[src/rtl/grp_dist_arb_pkg.sv]
// Shared definitions for the group-buffer distributor: bank encoding,
// default geometry, swap-control states and a small popcount helper.
package grp_dist_arb_pkg;

  localparam logic BANK0 = 1'b0;
  localparam logic BANK1 = 1'b1;

  localparam int DEF_N  = 5;
  localparam int DEF_DW = 12;
  localparam int DEF_AW = 10;
  localparam int DEF_CW = 8;

  // Deferred-swap controller states
  typedef enum logic [1:0] {
    SW_IDLE = 2'b00,
    SW_PEND = 2'b01
  } sw_state_e;

  // Number of set bits in an 8-bit vector (channel count is at most 8)
  function automatic logic [3:0] popcount8(input logic [7:0] v);
    logic [3:0] c;
    c = 4'd0;
    for (int i = 0; i < 8; i++) begin
      c = c + {3'b000, v[i]};
    end
    return c;
  endfunction

endpackage

[src/rtl/grp_dist_arb_rr_arbiter_n.sv]
// Round-robin arbiter: one-hot registered grant, held while the owner's
// busy stays high, cleared for one idle cycle before the next award.
module rr_arbiter_n
  import grp_dist_arb_pkg::*;
#(
  parameter int N  = DEF_N,
  parameter int IW = $clog2(N)
) (
  input  logic          clk,
  input  logic          reset,
  input  logic [N-1:0]  busy,
  input  logic          inhibit,
  output logic [N-1:0]  grant,
  output logic [IW-1:0] owner_idx,
  output logic          owner_vld
);

  logic [N-1:0]  grant_q, grant_d;
  logic [IW-1:0] last_q, last_d;
  logic [IW-1:0] cand_s;
  logic          found_s;

  // Next grant: hold while owner busy, release to zero, else search upward from last owner
  always_comb begin
    grant_d = grant_q;
    last_d  = last_q;
    found_s = 1'b0;
    cand_s  = '0;
    if (grant_q != '0) begin
      if (busy[last_q]) begin
        grant_d = grant_q;
      end else begin
        grant_d = '0;
      end
    end else if (inhibit) begin
      grant_d = '0;
    end else begin
      for (int i = 1; i <= N; i++) begin
        cand_s = IW'((int'(last_q) + i) % N);
        if (!found_s && busy[cand_s]) begin
          found_s         = 1'b1;
          grant_d         = '0;
          grant_d[cand_s] = 1'b1;
          last_d          = cand_s;
        end else begin
          found_s = found_s;
        end
      end
    end
  end

  // Grant and last-owner pointer registers
  always_ff @(posedge clk or posedge reset) begin
    if (reset) begin
      grant_q <= '0;
      last_q  <= IW'(N - 1);
    end else begin
      grant_q <= grant_d;
      last_q  <= last_d;
    end
  end

  assign grant     = grant_q;
  assign owner_idx = last_q;
  assign owner_vld = |grant_q;

endmodule

[src/rtl/grp_dist_arb.sv]
// N-channel distributor in front of the ping-pong orbit group buffers.
// Channels share one write/read-back bus owned round-robin; that bus goes
// to bank chBank while the frame former reads the other bank. Banks swap
// on iSwitch edges, optionally deferred until the bus is free.
module grp_dist_arb
  import grp_dist_arb_pkg::*;
#(
  parameter int N         = DEF_N,
  parameter int DW        = DEF_DW,
  parameter int AW        = DEF_AW,
  parameter int SWAP_MODE = 1,
  parameter int CW        = DEF_CW
) (
  input  logic            clk,
  input  logic            reset,
  input  logic [N-1:0]    busy,
  input  logic [N*DW-1:0] wrdOut,
  input  logic [N*AW-1:0] wrdAddr,
  input  logic [N-1:0]    wren,
  input  logic [N*AW-1:0] oldWrdAddr,
  input  logic [N-1:0]    oldRdEn,
  output logic [DW-1:0]   oldWrd,
  output logic [N-1:0]    grant,
  input  logic            iSwitch,
  input  logic [AW-1:0]   ffRdAddr,
  input  logic            ffRdEn,
  output logic [DW-1:0]   ffData,
  output logic [DW-1:0]   memWrData,
  output logic [AW-1:0]   memWrAddr,
  output logic [1:0]      memWrEn,
  output logic [AW-1:0]   memRdAddr0,
  output logic [AW-1:0]   memRdAddr1,
  output logic [1:0]      memRdEn,
  input  logic [DW-1:0]   memRdData0,
  input  logic [DW-1:0]   memRdData1,
  output logic            swapPending,
  output logic [CW-1:0]   dropCnt
);

  localparam int IW = $clog2(N);
  localparam int SW = CW + 4;
  localparam logic [CW-1:0] CNT_MAX = {CW{1'b1}};

  // Arbiter interface
  logic [N-1:0]  grant_s;
  logic [IW-1:0] owner_idx_s;
  logic          owner_vld_s;
  logic          inhibit_s;

  // Bank / swap state
  logic      ch_bank_q, ch_bank_d;
  logic      sw_seen_q, sw_seen_d;
  sw_state_e sw_state_q, sw_state_d;
  logic      sw_edge_s;
  logic      swap_now_s;

  // Drop counter
  logic [CW-1:0] drop_cnt_q, drop_cnt_d;
  logic [N-1:0]  rej_s;
  logic [3:0]    pop_s;
  logic [SW-1:0] drop_sum_s;

  // Read-back registers
  logic          rd_sel_q, rd_sel_d;
  logic [DW-1:0] old_wrd_q, old_wrd_d;
  logic [DW-1:0] ff_data_q, ff_data_d;

  // Owner bus
  logic [DW-1:0] own_data_s;
  logic [AW-1:0] own_addr_s;
  logic          own_wren_s;
  logic [AW-1:0] own_rdaddr_s;
  logic          own_rden_s;

  rr_arbiter_n #(
    .N  (N),
    .IW (IW)
  ) u_arb (
    .clk       (clk),
    .reset     (reset),
    .busy      (busy),
    .inhibit   (inhibit_s),
    .grant     (grant_s),
    .owner_idx (owner_idx_s),
    .owner_vld (owner_vld_s)
  );

  // Swap control: decide when chBank toggles and track a deferred swap
  always_comb begin
    sw_edge_s  = iSwitch ^ sw_seen_q;
    sw_seen_d  = iSwitch;
    sw_state_d = sw_state_q;
    swap_now_s = 1'b0;
    if (SWAP_MODE == 0) begin
      swap_now_s = sw_edge_s;
      sw_state_d = SW_IDLE;
    end else begin
      case (sw_state_q)
        SW_IDLE: begin
          if (sw_edge_s) begin
            if (!owner_vld_s && (busy == '0)) begin
              swap_now_s = 1'b1;
            end else begin
              sw_state_d = SW_PEND;
            end
          end else begin
            sw_state_d = SW_IDLE;
          end
        end
        SW_PEND: begin
          if (sw_edge_s) begin
            // second edge restores the original bank: drop the swap
            sw_state_d = SW_IDLE;
          end else if (!owner_vld_s) begin
            swap_now_s = 1'b1;
            sw_state_d = SW_IDLE;
          end else begin
            sw_state_d = SW_PEND;
          end
        end
        default: begin
          sw_state_d = SW_IDLE;
        end
      endcase
    end
    ch_bank_d = swap_now_s ? ~ch_bank_q : ch_bank_q;
  end

  // A bank swap takes precedence over a new award in the same cycle
  assign inhibit_s = (SWAP_MODE != 0) && swap_now_s;

  // Saturating count of writes issued by channels without the grant
  always_comb begin
    rej_s      = wren & ~grant_s;
    pop_s      = popcount8(8'(rej_s));
    drop_sum_s = SW'(drop_cnt_q) + SW'(pop_s);
    if (drop_sum_s > SW'(CNT_MAX)) begin
      drop_cnt_d = CNT_MAX;
    end else begin
      drop_cnt_d = drop_sum_s[CW-1:0];
    end
  end

  // Select the owner's write and read-back signals; idle bus drives zeros
  always_comb begin
    own_data_s   = '0;
    own_addr_s   = '0;
    own_wren_s   = 1'b0;
    own_rdaddr_s = '0;
    own_rden_s   = 1'b0;
    if (owner_vld_s) begin
      own_data_s   = wrdOut[int'(owner_idx_s)*DW +: DW];
      own_addr_s   = wrdAddr[int'(owner_idx_s)*AW +: AW];
      own_wren_s   = wren[owner_idx_s];
      own_rdaddr_s = oldWrdAddr[int'(owner_idx_s)*AW +: AW];
      own_rden_s   = oldRdEn[owner_idx_s];
    end else begin
      own_data_s = '0;
    end
  end

  // Route the owner bus to chBank and the frame former to the other bank
  always_comb begin
    memWrData = own_data_s;
    memWrAddr = own_addr_s;
    memWrEn   = 2'b00;
    memRdEn   = 2'b00;
    if (ch_bank_q == BANK1) begin
      memWrEn[1] = own_wren_s & ~reset;
      memRdAddr1 = own_rdaddr_s;
      memRdEn[1] = own_rden_s & ~reset;
      memRdAddr0 = ffRdAddr;
      memRdEn[0] = ffRdEn & ~reset;
    end else begin
      memWrEn[0] = own_wren_s & ~reset;
      memRdAddr0 = own_rdaddr_s;
      memRdEn[0] = own_rden_s & ~reset;
      memRdAddr1 = ffRdAddr;
      memRdEn[1] = ffRdEn & ~reset;
    end
  end

  // Read-back data follows the bank selection captured at request time
  always_comb begin
    rd_sel_d = ch_bank_q;
    if (rd_sel_q == BANK1) begin
      old_wrd_d = memRdData1;
      ff_data_d = memRdData0;
    end else begin
      old_wrd_d = memRdData0;
      ff_data_d = memRdData1;
    end
  end

  // State registers
  always_ff @(posedge clk or posedge reset) begin
    if (reset) begin
      ch_bank_q  <= BANK1;
      sw_seen_q  <= 1'b0;
      sw_state_q <= SW_IDLE;
      drop_cnt_q <= '0;
      rd_sel_q   <= BANK1;
      old_wrd_q  <= '0;
      ff_data_q  <= '0;
    end else begin
      ch_bank_q  <= ch_bank_d;
      sw_seen_q  <= sw_seen_d;
      sw_state_q <= sw_state_d;
      drop_cnt_q <= drop_cnt_d;
      rd_sel_q   <= rd_sel_d;
      old_wrd_q  <= old_wrd_d;
      ff_data_q  <= ff_data_d;
    end
  end

  assign grant       = grant_s;
  assign swapPending = (sw_state_q == SW_PEND);
  assign dropCnt     = drop_cnt_q;
  assign oldWrd      = old_wrd_q;
  assign ffData      = ff_data_q;

endmodule

[config.mk]
export PLATFORM = sky130hd
export DESIGN_NAME = grp_dist_arb
export DESIGN_NICKNAME = d
export VERILOG_FILES = /design/src/rtl/grp_dist_arb_pkg.sv /design/src/rtl/grp_dist_arb_rr_arbiter_n.sv /design/src/rtl/grp_dist_arb.sv
export SDC_FILE = /design/constraint.sdc
export NUM_CORES = 1
export LEC_CHECK = 0
export ABC_AREA = 1
export CORE_MARGIN = 2
export CORE_UTILIZATION = 38
export DETAILED_ROUTE_END_ITERATION = 16
export GPL_TIMING_DRIVEN = 0
export PLACE_DENSITY = 0.75
export REMOVE_ABC_BUFFERS = 1
export SYNTH_ARGS = -nofsm -noshare
export SYNTH_HDL_FRONTEND = slang
export SYNTH_HIERARCHICAL = 1
export SYNTH_SLANG_ARGS = --single-unit
[constraint.sdc]
create_clock -name clk -period 3.44 [get_ports clk]
set_input_delay 0.688 -clock clk [delete_from_list [all_inputs] [get_ports clk]]
set_output_delay 0.688 -clock clk [all_outputs]
set_load 0.1 [all_outputs]
==> CHANGELOG.md, run 1 <==
### Physical design

- Status: complete, but fails checks
- Failing checks: setup timing
- Tool warnings: 43
- Most numerous logic cell after layout: nand2_1
- Reg2Reg Depth: 19
- Synth top cell by count: nand2_1
- M1 WL: 10.1 mm
- Startpoint Class: register
- Yosys top cell by area: nand2_1
- Num Clock Sinks: 44
- Setup Viol. Count Final: 8
- Most numerous logic cells after layout: nand2_1 (345), clkdlybuf4s50_1 (250), nor2_1 (133)
- Vias in the first global route: 6941
- Fin worst setup slack: -283 ps
- Fraction of cell area in non-clock buffers: 33.6%
- # clk buffers: 6
- Setup TNS Final: -1970 ps
- Hold-fix buffers, CTS: 0
- CTS tree: yes
- Cell class ranked first by area: logic gates
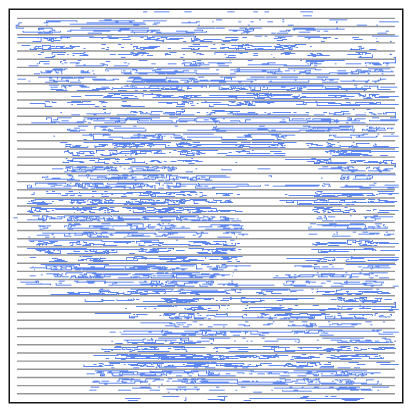
**Above:** run 1 (signal wires on met1).
Drawn at 3 px/um. Supply wires on this layer in gray.
- nets with wire on the layer: 1446
- share of all routed wire: 40%

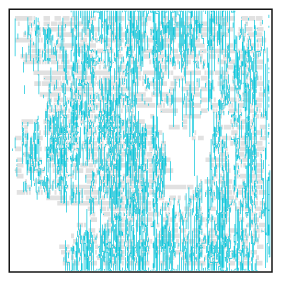
**Above:** run 1 (metal 2).
Drawn at 2 px/um. Cells faint in the background.
- main direction: vertical
- share of all routed wire: 49%
- wire length on this layer: 12200 um
- nets with wire on the layer: 1219
WL final: 25.1 mm
GR Util met2: 47.0%
via total after detailed routing: 7965

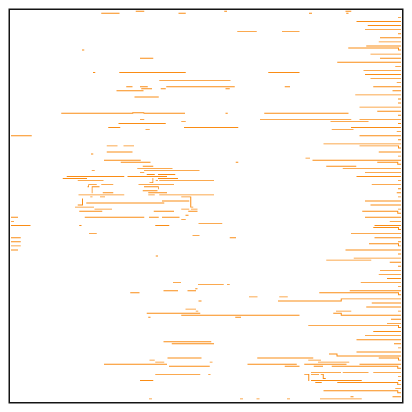
**Above:** run 1 (the metal 3 layer).
Drawn at 3 px/um.
- share of all routed wire: 7.8%
- main direction: horizontal
- nets with wire on the layer: 201
- longest straight run: 39.1 um
met3 usage: 4.36%

**Run 1: cell outlines without signal wires**

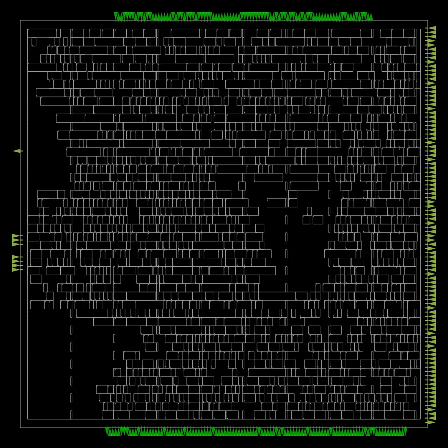

==> run 2: changes to the inputs <==
Settings changed: SKIP_LAST_GASP set to 1.
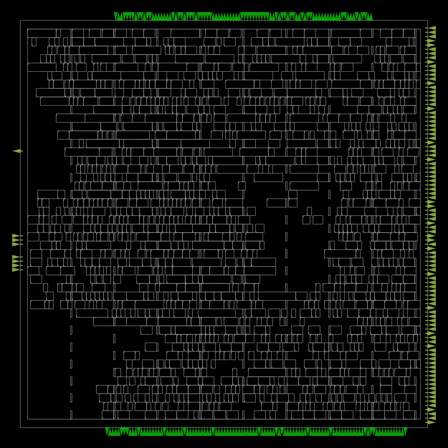
**Above:** run 2 (cell outlines without signal wires).
n_taps: 216
Seq area share: 11.2%
standard-cell rows: 46

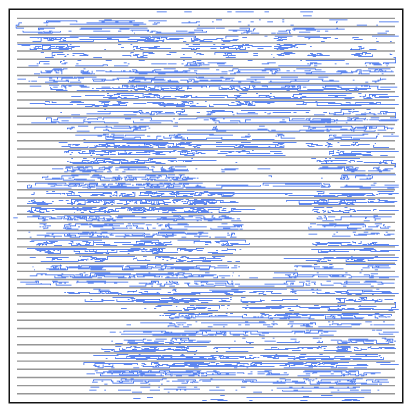
**Above:** run 2 (signal wires on met1).
Drawn at 3 px/um. Supply wires on this layer in gray.
- nets with wire on the layer: 1439
- main direction: horizontal
- wire length on this layer: 10100 um
- longest straight run: 77.7 um
WL final: 25.3 mm
met1 usage: 34.3%
via total after detailed routing: 7904

==> CHANGELOG.md, run 2 <==
### Physical design

- Synth top cell by count: nand2_1
- Most numerous logic cells after layout: nand2_1 (348), clkdlybuf4s50_1 (250), nor2_1 (135)
- Num Clock Sinks: 44
- Failing checks: setup timing
- Hold-fix buffers, CTS: 0
- Comb area: 0.00460 mm^2
- Startpoint Class: register
- CTS tree: yes
- Vias in the first global route: 6943
- Setup Viol. Count Final: 8
- Tool warnings: 43
- Aoi share: 11.5%
- FF-to-FF Start: u_arb/owner_idx[2]$_DFFE_PP1P_
- Die height: 131 um
- Met3 usage: 4.28%
- Synth Area in Simple Gates: 48.7%
- Most numerous logic cell after layout: nand2_1
- Crit path DRT: 3620 ps
- FF-to-FF setup slack: -400 ps
- Post-layout nets: 1609
- Ys cells: 1067
- GR Util met2: 47.0%
- Crit path max fanout: 6
- Setup TNS Final: -2720 ps
- Reg2Reg Depth: 21
- Synth flops: 44
- Status: complete, but fails checks
- # clk buffers: 6
- Initial drt markers: 631
- Worst Hold Class: reg -> reg
- GR Overflow Total: 0
- M1 WL: 10.1 mm
- Cell area after layout: 0.00999 mm^2
- Fin worst setup slack: -398 ps
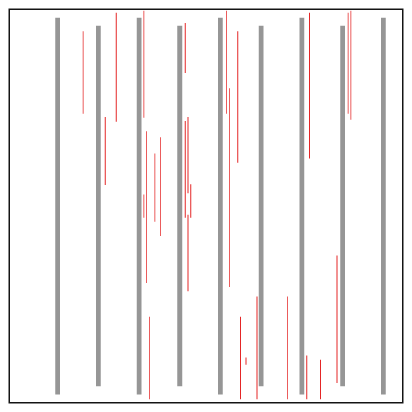
**Above:** run 2 (M4 wires).
Drawn at 3 px/um. Supply wires on this layer in gray.
- longest straight run: 66.0 um
- wire length on this layer: 798 um

